run_1/layers.png
Only two layers are drawn.
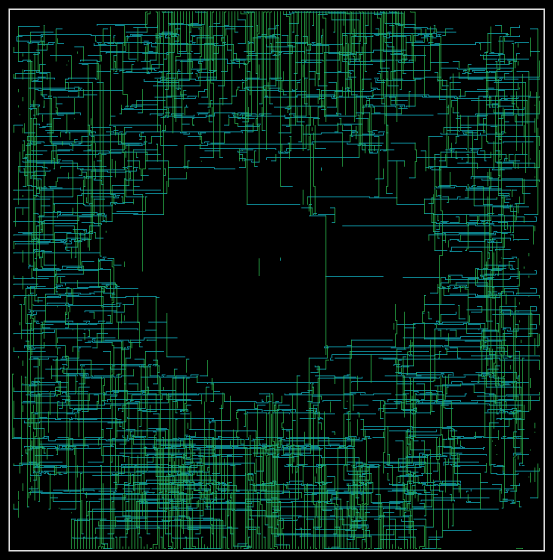
run_1/clock_nets.png
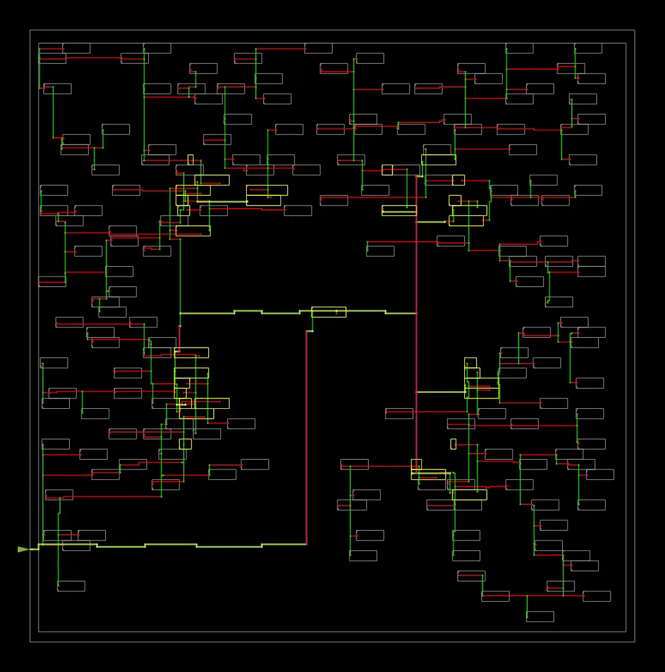
run_1/gates.png
Bar = 50 um.
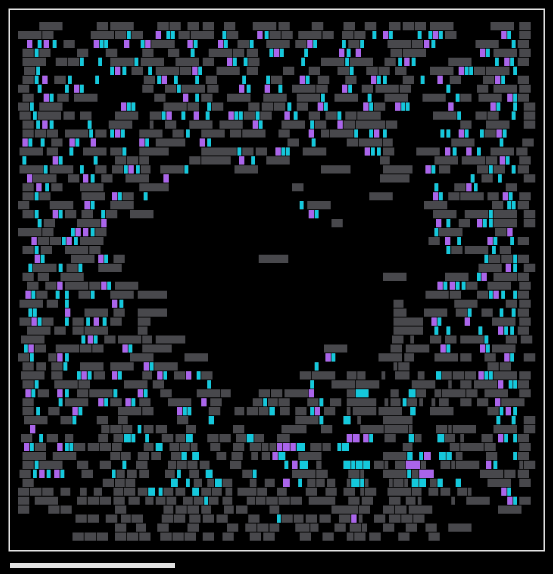
## src/rtl/udp_port_router.sv

```systemverilog
// UDP destination-port router: steers one header+payload packet to the lowest
// enabled channel whose configured port matches, or drops and counts it.
module udp_port_router #(
    parameter int unsigned NUM_CH     = 4,
    parameter int unsigned HDR_W      = 128,
    parameter int unsigned DROP_CNT_W = 16
) (
    input  logic                    clk,
    input  logic                    reset,
    input  logic [NUM_CH*16-1:0]    cfg_port,
    input  logic [NUM_CH-1:0]       cfg_en,
    input  logic                    in_hdr_valid,
    output logic                    in_hdr_ready,
    input  logic [15:0]             in_dest_port,
    input  logic [HDR_W-1:0]        in_hdr_fields,
    input  logic [7:0]              in_tdata,
    input  logic                    in_tvalid,
    output logic                    in_tready,
    input  logic                    in_tlast,
    input  logic                    in_tuser,
    output logic [NUM_CH-1:0]       out_hdr_valid,
    input  logic [NUM_CH-1:0]       out_hdr_ready,
    output logic [15:0]             out_dest_port,
    output logic [HDR_W-1:0]        out_hdr_fields,
    output logic [7:0]              out_tdata,
    output logic                    out_tlast,
    output logic                    out_tuser,
    output logic [NUM_CH-1:0]       out_tvalid,
    input  logic [NUM_CH-1:0]       out_tready,
    output logic [DROP_CNT_W-1:0]   drop_count,
    output logic                    busy
);

    localparam int unsigned SEL_W = (NUM_CH > 1) ? $clog2(NUM_CH) : 1;

    typedef enum logic [1:0] {IDLE, HDR, PAY, DROP} state_t;

    state_t                  r_state;
    state_t                  w_next;
    logic [SEL_W-1:0]        r_sel;
    logic [15:0]             r_dest_port;
    logic [HDR_W-1:0]        r_hdr_fields;
    logic [DROP_CNT_W-1:0]   r_drop_count;

    logic                    w_match;
    logic [SEL_W-1:0]        w_match_idx;
    logic [NUM_CH-1:0]       w_sel_onehot;
    logic                    w_sel_tready;
    logic                    w_sel_hdr_ready;

    // Scan from the top down so the lowest matching index is the last one written.
    always_comb begin
        w_match     = 1'b0;
        w_match_idx = '0;
        for (int unsigned i = NUM_CH; i > 0; i--) begin
            if (cfg_en[i-1] && (cfg_port[(i-1)*16 +: 16] == in_dest_port)) begin
                w_match     = 1'b1;
                w_match_idx = SEL_W'(i - 1);
            end
        end
    end

    always_comb begin
        w_sel_onehot    = '0;
        w_sel_tready    = 1'b0;
        w_sel_hdr_ready = 1'b0;
        for (int unsigned i = 0; i < NUM_CH; i++) begin
            if (r_sel == SEL_W'(i)) begin
                w_sel_onehot[i] = 1'b1;
                w_sel_tready    = out_tready[i];
                w_sel_hdr_ready = out_hdr_ready[i];
            end
        end
    end

    always_comb begin
        w_next        = r_state;
        in_hdr_ready  = 1'b0;
        in_tready     = 1'b0;
        out_hdr_valid = '0;
        out_tvalid    = '0;
        case (r_state)
            IDLE: begin
                in_hdr_ready = 1'b1;
                if (in_hdr_valid) w_next = w_match ? HDR : DROP;
            end
            HDR: begin
                out_hdr_valid = w_sel_onehot;
                if (w_sel_hdr_ready) w_next = PAY;
            end
            PAY: begin
                in_tready  = w_sel_tready;
                out_tvalid = in_tvalid ? w_sel_onehot : '0;
                if (in_tvalid && w_sel_tready && in_tlast) w_next = IDLE;
            end
            DROP: begin
                in_tready = 1'b1;
                if (in_tvalid && in_tlast) w_next = IDLE;
            end
            default: w_next = IDLE;
        endcase
    end

    always_ff @(posedge clk) begin
        if (reset) begin
            r_state      <= IDLE;
            r_sel        <= '0;
            r_dest_port  <= '0;
            r_hdr_fields <= '0;
            r_drop_count <= '0;
        end else begin
            r_state <= w_next;
            if (r_state == IDLE && in_hdr_valid) begin
                r_sel        <= w_match_idx;
                r_dest_port  <= in_dest_port;
                r_hdr_fields <= in_hdr_fields;
            end
            if (r_state == DROP && in_tvalid && in_tlast && r_drop_count != '1)
                r_drop_count <= r_drop_count + DROP_CNT_W'(1);
        end
    end

    assign out_dest_port  = r_dest_port;
    assign out_hdr_fields = r_hdr_fields;
    assign out_tdata      = in_tdata;
    assign out_tlast      = in_tlast;
    assign out_tuser      = in_tuser;
    assign drop_count     = r_drop_count;
    assign busy           = (r_state != IDLE);

endmodule

```

## config.mk

```make
export PLATFORM = sky130hd
export DESIGN_NAME = udp_port_router
export DESIGN_NICKNAME = d
export VERILOG_FILES = /design/src/rtl/udp_port_router.sv
export SDC_FILE = /design/constraint.sdc
export NUM_CORES = 1
export LEC_CHECK = 0
export CAP_MARGIN = 30
export CORE_AREA = 2 2 160 162
export CTS_CLUSTER_DIAMETER = 80
export DETAILED_ROUTE_END_ITERATION = 7
export DIE_AREA = 0 0 162 164
export GPL_ROUTABILITY_DRIVEN = 0
export PLACE_DENSITY = 0.6
export SLEW_MARGIN = 0
export SYNTH_ARGS = -nofsm -noshare
export SYNTH_HDL_FRONTEND = slang
export SYNTH_SLANG_ARGS = --single-unit
export TNS_END_PERCENT = 5
```

## constraint.sdc

```tcl
create_clock -name clk -period 2.45 [get_ports clk]
set_input_delay 0.245 -clock clk [delete_from_list [all_inputs] [get_ports clk]]
set_output_delay 0.245 -clock clk [all_outputs]
set_load 0.03 [all_outputs]
```

==> results.py, run 1 <==
# Generated from Yosys and OpenROAD reports
metrics = {
    "run_status": {
        "outcome": "complete, no violations",
    },
    "final_timing": {
        "setup-tns-final_ns": 0,
        "fmax_mhz": 433.4,
        "slew_viol_final": 0,
        "postLayoutSetupSlackWorst_ns": 0.1427,
    },
    "yosys": {
        "mux_area_frac": 0.008038,
        "yosys_area_mm2": 0.006849,
        "yosys.area.top_type": "dfxtp_1",
    },
    "critical_path": {
        "worst-setup-path-type": "register to output port",
        "max_stage_delay_ns": 0.58,
        "slowest_stage": "clkdlybuf4s50_1",
        "worst_setup_path_start_kind": "register",
        "rr_endpoint": "drop_count[4]",
        "ff2ff_path_depth": 6,
    },
    "clocking": {
        "cts_buffers": 17,
        "cts_htree_levels": 4,
    },
    "detailed_routing": {
        "dr.pass1.iters": 4,
        "ant_nets": 0,
        "met1_length_um": 10490,
    },
    "worst_hold_path": {
        "whs_endpoint": "out_hdr_fields[124]",
        "worstHoldStart": "reset",
    },
    "final_layout": {
        "drive_above_1_share": 0.04545,
        "largest_cell_class": "buffers",
    },
    "power": {
        "intPower_mw": 5.315,
    },
    "global_routing": {
        "antenna_found_initial": 0,
    },
}
About layers.png:
legend:
  green:
    layer: M2
    wire_length: 11700 um
  cyan:
    layer: M1
    wire_length: 10500 um
DR vias: 6987
DRT Wirelength: 24850 um
wire per inst: 15.91 um
total track usage: 0.1795

About clock_nets.png:
Post-Route Skew: 0.01263 ns
clock sink count: 164
Skew-Pair Late Insertion Delay: 0.42 ns
clkbuf count: 19
Clk power: 2.66 mW

About gates.png:
legend:
  cyan:
    family: nand cells
    cells: 333
    most_used: nand2_1
    where: spread over the die
  purple:
    family: aoi and oai cells
    cells: 156
    most_used: a21oi_1
    where: spread over the die

==> run 1 -> run 2 <==
--- a/config.mk
+++ b/config.mk
@@ -5,7 +5,7 @@
 export SDC_FILE = /design/constraint.sdc
 export NUM_CORES = 1
 export LEC_CHECK = 0
-export CAP_MARGIN = 30
+export CAP_MARGIN = 20
 export CORE_AREA = 2 2 160 162
 export CTS_CLUSTER_DIAMETER = 80
 export DETAILED_ROUTE_END_ITERATION = 7
run_2/gates.png
Bar = 50 um.
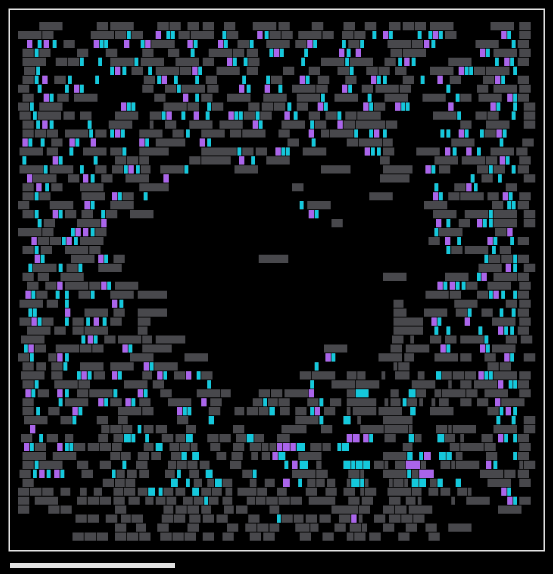
legend:
  cyan:
    family: nand cells
    cells: 333
    most_used: nand2_1
    where: spread over the die
  purple:
    family: aoi and oai cells
    cells: 156
    most_used: a21oi_1
    where: spread over the die
Top cell excl fill/tap: clkdlybuf4s50_1
logic share of the area: 0.2736

run_2/pinout.png
Pins as bars across the die edge, other pins in gray.
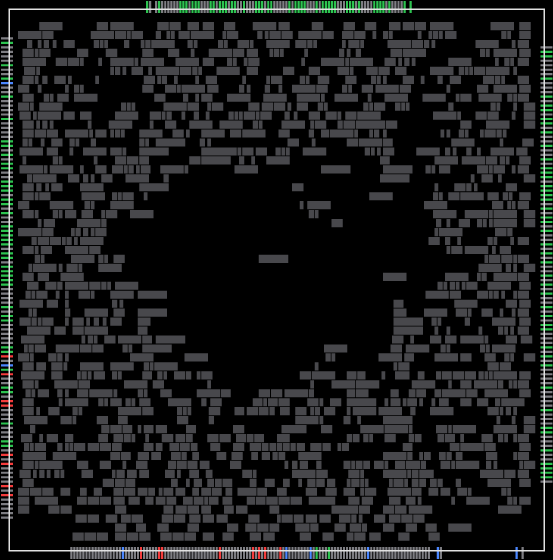
legend:
  red:
    port: `in_dest_port`
    pins: 16
    direction: input
    edge: 8 west, 8 south
  blue:
    port: `in_tdata`
    pins: 8
    direction: input
    edge: 6 south, 2 west
  green:
    port: `out_hdr_fields`
    pins: 128
    direction: output
    edge: 44 east, 43 north, 39 west, 2 south
Die Wd: 162 um
Port Buffer Count: 396

run_2/ff_map.png
Bar = 50 um. Other sequential cells in the stronger gray, the rest of the logic in the fainter gray.
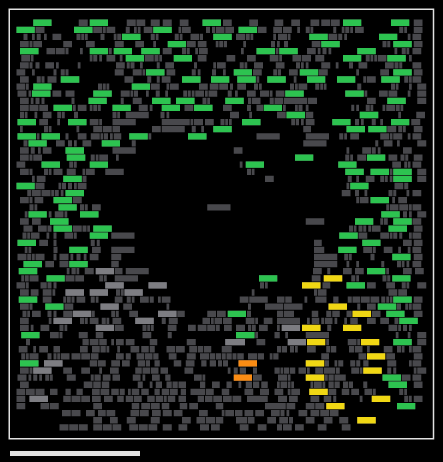
legend:
  yellow:
    netlist_name: `drop_count`
    placed_flops: 16
    where: south-east
  green:
    netlist_name: `out_hdr_fields`
    placed_flops: 128
    where: spread over the die
  orange:
    netlist_name: `r_sel`
    placed_flops: 2
not colored: 18
total sequential power: 3.01 mW
post-layout util: 0.4673
Seq/total area: 0.2832
Flop area: 0.003284 mm^2

==> run 2 against run 1 <==
  * Global-route usage unchanged
  * Sequential power about the same
  * Worst hold slack unchanged
  * Count of clock-buffer cells in the layout unchanged
  * Synthesized cell count unchanged
  * Cell count unchanged
  * Area after synthesis unchanged
  * Non-clock buffer count unchanged
  * Sequential cell count unchanged
==> results.py, run 2 <==
# Generated from Yosys and OpenROAD reports
metrics = {
    "clocking": {
        "cts_htree_levels": 4,
        "cts_buffers": 17,
        "numClockSinks": 164,
        "clock.latency.late_pin_ns": 0.42,
        "postCtsSetupBuffers": 0,
    },
    "yosys": {
        "mux_area_frac": 0.008038,
        "yosys_area_mm2": 0.006849,
        "synth_warnings": 0,
        "yosys.area.top_type": "dfxtp_1",
        "common_cells": "nand2_1 (299), dfxtp_1 (164), a21oi_1 (146), xnor2_1 (56), clkbuf_1 (37)",
    },
    "final_layout": {
        "nNetsFinal": 1454,
        "buffer_area_frac": 0.3581,
        "drive_above_1_share": 0.04545,
        "clock_buffers": 19,
        "num-nonclk-buffers": 413,
        "largest_cell_class": "buffers",
    },
    "critical_path": {
        "rr_endpoint": "drop_count[4]",
        "ff2ff_path_depth": 6,
        "worst-setup-path-type": "register to output port",
        "slowest_stage": "clkdlybuf4s50_1",
        "max_stage_delay_ns": 0.58,
        "worst_setup_path_start_kind": "register",
    },
    "detailed_routing": {
        "met1_length_um": 10490,
        "num_vias": 6987,
        "wl_per_cell_um": 15.91,
        "ant_nets": 0,
        "dr.pass1.iters": 4,
    },
    "global_routing": {
        "grt_util_all_layers": 0.1795,
        "antenna_found_initial": 0,
        "gr-usage-met1": 0.2193,
    },
    "final_timing": {
        "postLayoutSetupSlackWorst_ns": 0.1427,
        "skew_ns": 0.01263,
        "setup-tns-final_ns": 0,
        "slew_viol_final": 0,
        "finalCritPeriodShare": 0.9418,
    },
    "place": {
        "placed_cells": 1530,
    },
    "power": {
        "p_clk_mw": 2.66,
        "intPower_mw": 5.315,
    },
    "floorplan": {
        "fp-row-count": 58,
    },
    "run_status": {
        "outcome": "complete, no violations",
    },
    "worst_hold_path": {
        "whs_endpoint": "out_hdr_fields[124]",
        "worstHoldStart": "reset",
    },
    "flow_run": {
        "drv_cap": 0,
    },
}
No activity file was given, so power comes from the tool's default toggle rates.
